<file path="src/rtl/aes_ctr_engine.sv">
// aes_ctr_engine: ECB/CTR mode sequencer for an external iterative AES-128 core.
// It accepts one 128-bit block at a time on a valid/ready port and runs it
// through the core using the start/done handshake. In CTR mode the keystream
// is XORed into the data. Results are queued in a small output FIFO.
module aes_ctr_engine #(
  parameter int CTR_WIDTH  = 32,  // low-order counter bits that increment (8..128)
  parameter int FIFO_DEPTH = 4    // output FIFO entries, power of two (2..16)
) (
  input  logic         clk,
  input  logic         rst_n,       // asynchronous, active-high despite the name
  input  logic         cfg_load,
  input  logic [127:0] cfg_key,
  input  logic [127:0] cfg_iv,
  input  logic         cfg_mode,    // 0 = ECB, 1 = CTR
  input  logic         in_valid,
  output logic         in_ready,
  input  logic [127:0] in_data,
  output logic         out_valid,
  input  logic         out_ready,
  output logic [127:0] out_data,
  output logic         core_start,
  output logic [127:0] core_block,
  output logic [127:0] core_key,
  input  logic [127:0] core_result,
  input  logic         core_done,
  output logic         busy,
  output logic         ctr_wrap
);

  localparam int PTR_W = (FIFO_DEPTH > 1) ? $clog2(FIFO_DEPTH) : 1;
  localparam int CNT_W = PTR_W + 1;
  localparam logic [CNT_W-1:0] DEPTH_C = CNT_W'(FIFO_DEPTH);
  // Selects the incrementing low field of the counter block. A width of 128
  // gives a shift of zero, so the whole block counts.
  localparam logic [127:0] CTR_MASK = {128{1'b1}} >> (128 - CTR_WIDTH);

  typedef enum logic [1:0] {
    S_IDLE,
    S_START,
    S_WAIT,
    S_STORE
  } state_t;

  state_t             r_state;
  state_t             w_state_next;

  logic [127:0]       r_key;
  logic [127:0]       r_ctr;
  logic               r_mode;
  logic               r_wrap;
  logic [127:0]       r_data_hold;
  logic [127:0]       r_result;
  logic               r_out_of_reset;

  logic [127:0]       r_mem [FIFO_DEPTH];
  logic [PTR_W-1:0]   r_wr_ptr;
  logic [PTR_W-1:0]   r_rd_ptr;
  logic [CNT_W-1:0]   r_count;

  logic               w_accept;
  logic               w_push;
  logic               w_pop;
  logic               w_done_take;
  logic               w_cfg_take;
  logic [127:0]       w_ctr_inc;
  logic [127:0]       w_ctr_next;
  logic               w_ctr_wraps;

  // Handshake qualifiers shared by the FSM and the datapath.
  assign w_accept    = in_valid && in_ready;
  assign w_push      = (r_state == S_STORE);
  assign w_pop       = out_valid && out_ready;
  assign w_done_take = (r_state == S_WAIT) && core_done;
  assign w_cfg_take  = (r_state == S_IDLE) && cfg_load;

  // Counter step: only the low CTR_WIDTH bits advance, upper bits are kept.
  assign w_ctr_inc   = r_ctr + 128'd1;
  assign w_ctr_next  = (r_ctr & ~CTR_MASK) | (w_ctr_inc & CTR_MASK);
  assign w_ctr_wraps = ((w_ctr_inc & CTR_MASK) == 128'd0);

  // State register; reset drops any in-flight block immediately.
  // NOTE: sequential state uses non-blocking (<=) so every flop samples
  // pre-edge values regardless of block ordering.
  always_ff @(posedge clk or posedge rst_n) begin
    if (rst_n) begin
      r_state <= S_IDLE;
    end else begin
      r_state <= w_state_next;
    end
  end

  // Next-state logic plus the FSM-decoded outputs.
  // NOTE: every signal driven here gets a default first; a path that leaves
  // one unassigned would infer a latch.
  always_comb begin
    w_state_next = r_state;
    core_start   = 1'b0;
    busy         = 1'b1;
    in_ready     = 1'b0;
    case (r_state)
      S_IDLE: begin
        busy     = 1'b0;
        in_ready = r_out_of_reset && (r_count < DEPTH_C) && !cfg_load;
        if (in_valid && in_ready) begin
          w_state_next = S_START;
        end
      end
      S_START: begin
        core_start   = 1'b1;
        w_state_next = S_WAIT;
      end
      S_WAIT: begin
        if (core_done) begin
          w_state_next = S_STORE;
        end
      end
      S_STORE: begin
        w_state_next = S_IDLE;
      end
      default: begin
        w_state_next = S_IDLE;
      end
    endcase
  end

  // Holds in_ready low while reset is asserted and releases it one edge later.
  always_ff @(posedge clk or posedge rst_n) begin
    if (rst_n) begin
      r_out_of_reset <= 1'b0;
    end else begin
      r_out_of_reset <= 1'b1;
    end
  end

  // Configuration and counter: loaded in IDLE, counter advances on CTR stores.
  always_ff @(posedge clk or posedge rst_n) begin
    if (rst_n) begin
      r_key  <= 128'd0;
      r_ctr  <= 128'd0;
      r_mode <= 1'b0;
      r_wrap <= 1'b0;
    end else if (w_cfg_take) begin
      r_key  <= cfg_key;
      r_ctr  <= cfg_iv;
      r_mode <= cfg_mode;
      r_wrap <= 1'b0;
    end else if (w_push && r_mode) begin
      r_ctr <= w_ctr_next;
      if (w_ctr_wraps) begin
        r_wrap <= 1'b1;
      end
    end
  end

  // Input block capture on acceptance.
  always_ff @(posedge clk or posedge rst_n) begin
    if (rst_n) begin
      r_data_hold <= 128'd0;
    end else if (w_accept) begin
      r_data_hold <= in_data;
    end
  end

  // Result capture at core_done; in CTR mode the core output is keystream.
  always_ff @(posedge clk or posedge rst_n) begin
    if (rst_n) begin
      r_result <= 128'd0;
    end else if (w_done_take) begin
      r_result <= r_mode ? (core_result ^ r_data_hold) : core_result;
    end
  end

  // FIFO storage, written on the STORE cycle.
  // NOTE: the storage is reset so out_data reads zero after reset; at most
  // 16 entries, so the reset fan-out stays modest.
  always_ff @(posedge clk or posedge rst_n) begin
    if (rst_n) begin
      for (int i = 0; i < FIFO_DEPTH; i++) begin
        r_mem[i] <= 128'd0;
      end
    end else if (w_push) begin
      r_mem[r_wr_ptr] <= r_result;
    end
  end

  // FIFO pointers and occupancy; power-of-two depth lets pointers wrap freely.
  always_ff @(posedge clk or posedge rst_n) begin
    if (rst_n) begin
      r_wr_ptr <= '0;
      r_rd_ptr <= '0;
      r_count  <= '0;
    end else begin
      if (w_push) begin
        r_wr_ptr <= r_wr_ptr + PTR_W'(1);
      end
      if (w_pop) begin
        r_rd_ptr <= r_rd_ptr + PTR_W'(1);
      end
      case ({w_push, w_pop})
        2'b10:   r_count <= r_count + CNT_W'(1);
        2'b01:   r_count <= r_count - CNT_W'(1);
        default: r_count <= r_count;
      endcase
    end
  end

  assign out_valid  = (r_count != '0);
  assign out_data   = r_mem[r_rd_ptr];
  assign core_block = r_mode ? r_ctr : r_data_hold;
  assign core_key   = r_key;
  assign ctr_wrap   = r_wrap;

endmodule

</file>
<file path="config.mk">
export PLATFORM = sky130hd
export DESIGN_NAME = aes_ctr_engine
export DESIGN_NICKNAME = d
export VERILOG_FILES = /design/src/rtl/aes_ctr_engine.sv
export SDC_FILE = /design/constraint.sdc
export NUM_CORES = 2
export LEC_CHECK = 0
export CAP_MARGIN = 0
export CORE_AREA = 2 2 353 355
export CTS_BUF_LIST = sky130_fd_sc_hd__clkbuf_4 sky130_fd_sc_hd__clkbuf_8
export DETAILED_ROUTE_END_ITERATION = 8
export DIE_AREA = 0 0 355 357
export PLACE_DENSITY = 0.7
export SYNTH_ARGS = -nofsm -noshare
export SYNTH_HDL_FRONTEND = slang
export SYNTH_SLANG_ARGS = --single-unit
</file>
<file path="constraint.sdc">
create_clock -name clk -period 48.1 [get_ports clk]
set_input_delay 7.215 -clock clk [delete_from_list [all_inputs] [get_ports clk]]
set_output_delay 7.215 -clock clk [all_outputs]
set_load 0.005 [all_outputs]
</file>
==> impl.org <==
#+TITLE: Implementation results

** CTS
- Deepest clock path buffer count :: 3
- Per the CTS log, the maximum H-tree level is 4.
- The cell sitting at the root of the clock tree is a sky130_fd_sc_hd__clkbuf_8.
- Clock tree from TritonCTS :: yes

** Finish
- Per the cell usage report, the commonest logic cell in the layout is sky130_fd_sc_hd__dfrtp_1.
- The top cell types in the final layout, fill and taps aside, are sky130_fd_sc_hd__dfrtp_1 (1033), sky130_fd_sc_hd__mux2_2 (993), sky130_fd_sc_hd__clkdlybuf4s50_1 (907).
- Across the whole layout, storage elements account for 25900 um^2.
- Fin nets :: 4612

** Timing
- The last timing report of the flow puts the setup violation total at 0.
- In the final report, the number of hold violations comes to 0.
- Pins over their slew limit in the final report were tallied at 0.
- RSZ-0062 raised after global routing :: no
- The pin closest to its max-slew limit shows a slew of 1.00 ns.
- Based on the critical path, the design can be clocked at up to 0.0620 GHz.

** Synthesis
- Yosys reports that the leading cell type by area covers 57.1% of the netlist area.
- After synthesis, the design contains 3169 cells according to Yosys.
- In this run, synthesis inferred 0 flip-flops with an integrated enable.
- During synthesis, Yosys emitted a total of 0 warnings.
- A synthesized cell averages 14.3 um^2.
- The synthesized instance count is 3169.
- Unique cell type count in the Yosys netlist :: 48

** Setup path
- Capture point of the worst reg-to-reg path :: r_ctr[21]$_DFFE_PP0P_
- OpenSTA lists the critical path endpoint as in_ready.
- The worst setup path is launched from a primary input.
- In this run the worst path has a maximum fanout of 2.
- Critical setup path kind :: primary input to output port

** Global route
- Largest net degree at the start of global routing :: 147
- Number of antenna violations at the first check in global routing :: 7
- Vias in the first global route :: 31100

** Floorplan
- The vertical die dimension reported for this design is 357 um.

** Drt
- In this run, the number of DRC markers left after iteration 0 of detailed routing was 1478.

** Run status
- The run finished with clean final reports.
[stage by stage]
step | setup WS (ns) | power, mW | hold slack [ns] | utilization, % | cells
6_report | 31.97 | 4.33 | 0.497 | 48.7 | 5860
3_3_place_gp | 31.97 | 3.46 | 0.481 | 45.6 | 5536
3_5_place_dp | 31.99 | 3.51 | 0.487 | 45.6 | 5536
5_1_grt | 31.93 | 4.58 | 0.505 | 48.7 | 5858
2_1_floorplan | 11.73 | 2.57 | 0.456 | - | 3169
4_1_cts | 31.99 | 4.38 | 0.500 | 48.7 | 5855
[power breakdown]
group | total [mW] | leakage (nW) | internal (mW) | switching, mW
Sequential | 1.63 | 12.1 | 1.31 | 0.324
Combinational | 1.84 | 10.5 | 1.12 | 0.727
Clock | 0.848 | 2.04 | 0.481 | 0.367
[cell usage after synthesis (all sizes together) (13+ instances only)]
cell / number
a21oi: 162
buf: 40
clkbuf: 173
dfrtp: 1036
inv: 13
mux2: 993
mux4: 128
nand2: 159
nand3: 13
nand4: 17
nor2: 175
xnor2: 28
xor2: 154
[registers in the layout, summed over array words and instances (netlist names), 2 cells and up]
| signal | count |
|---|---|
| r_mem | 512 |
| core_key | 128 |
| r_ctr | 128 |
| r_data_hold | 128 |
| r_result | 128 |
| r_count | 3 |
| r_rd_ptr | 2 |
| r_state | 2 |
| r_wr_ptr | 2 |
[worst max-delay path: stages]
cell and delay [ns]:
sky130_fd_sc_hd__clkdlybuf4s50_1 0.60, sky130_fd_sc_hd__nor2_1 0.24, sky130_fd_sc_hd__and3_1 0.32, sky130_fd_sc_hd__clkdlybuf4s50_1 0.55
[cell families after synthesis]
family	share of synthesized area (%)
AOI/OAI and AO/OA	2.21
xor gates and xnor gates	3.51
adders and majority gates	0.375
buffers and inverters	1.93
DFF	57.1
muxes	31.0
other	0.00826
and+or+nand+nor	3.88
[per-layer routing]
| layer | GRT usage [%] | routed length, um |
|---|---|---|
| met5 | 0 | 27 |
| met4 | 6.42 | 3150 |
| met3 | 5.53 | 7920 |
| met2 | 33.8 | 64500 |
| met1 | 25.7 | 54400 |
[area by class of cell]
type | instances | area share [%]
flip-flops and latches | 1036 | 43.3
multi-input cells | 1907 | 31.1
clock buffers | 291 | 5.91
inverters | 13 | 0.0940
repair buffers | 943 | 15.7
clock inverters | 28 | 0.447
well taps | 1637 | 3.42
diodes | 5 | 0.0209
[worst min-delay path by stage]
stage                     slack (ns)                     end                    from  cells after the start
final                           0.50  r_mem[185]$_DFFE_PP0P_  r_mem[185]$_DFFE_PP0P_                      1
after floorplan                 0.46  r_count[2]$_DFFE_PP0P_  r_count[2]$_DFFE_PP0P_                      1
after global placement          0.48   r_ctr[75]$_DFFE_PP0P_   r_ctr[75]$_DFFE_PP0P_                      1
after global routing            0.50  r_mem[232]$_DFFE_PP0P_  r_mem[232]$_DFFE_PP0P_                      1
after detailed placement        0.49  r_mem[185]$_DFFE_PP0P_  r_mem[185]$_DFFE_PP0P_                      1
after CTS                       0.50  r_mem[185]$_DFFE_PP0P_  r_mem[185]$_DFFE_PP0P_                      1
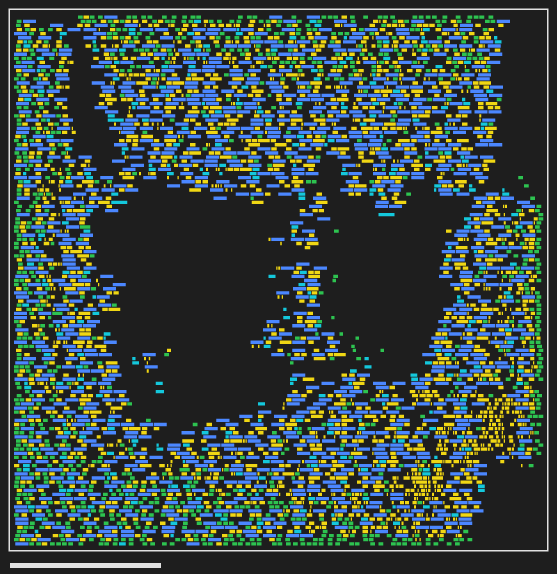
Figure 1: placed cells, one colour a class.
Bar = 100 um.
colour	class	cells	share of their area
yellow	all other logic	1920	32%
green	other buffers and delay cells	943	16%
blue	flip-flops	1036	45%
cyan	clock drivers and dummy loads	319	6.6%
number of rows created at floorplan: 129
fraction of area in registers: 43.3%
core box area: 123000 um^2
Util after Layout: 48.7%
Layout Cell Area excl Fill: 59900 um^2

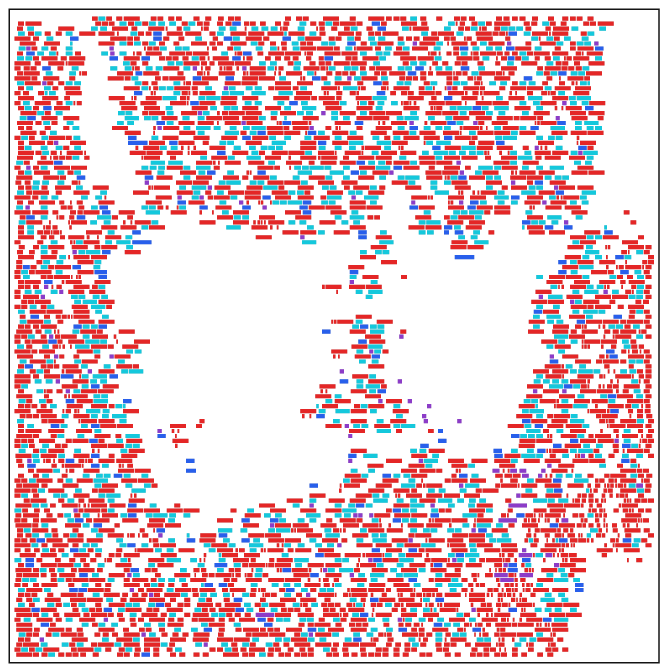
Figure 2: drive-strength map.
colour	size	cells
cyan	drive 2	1144
purple	drive 3 to 4	126
blue	drive 6 and up	230
red	drive 1 or less	2718
slack of the critical path: 31.97 ns
layout buffer count excluding clock buffers: 943
area growth from synthesis to final layout: 31.9%

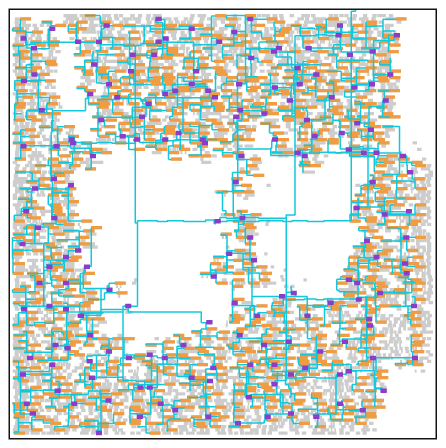
Figure 3: routed clock nets over the placement.
[cyan] clock wires | length: 14800 um
[orange] flip-flops | count: 1036
[purple] cells driving clock nets | count: 179
routed clock nets	180
flops lie	widely spread
Clock group: 0.848 mW
Post-Route Skew: 0.0414 ns
Clk pwr share: 19.6%

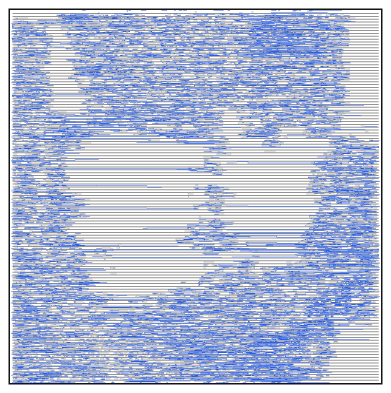
Figure 4: the metal 1 layer.
Supply wires on this layer in grey.
main direction	horizontal
share of all routed wire	42%
longest straight run	129 um
final routed wirelength across all metal layers: 130000 um
Vias: 29200
global-route met1 utilization: 25.7%

Power is estimated from default activity; no workload was simulated.
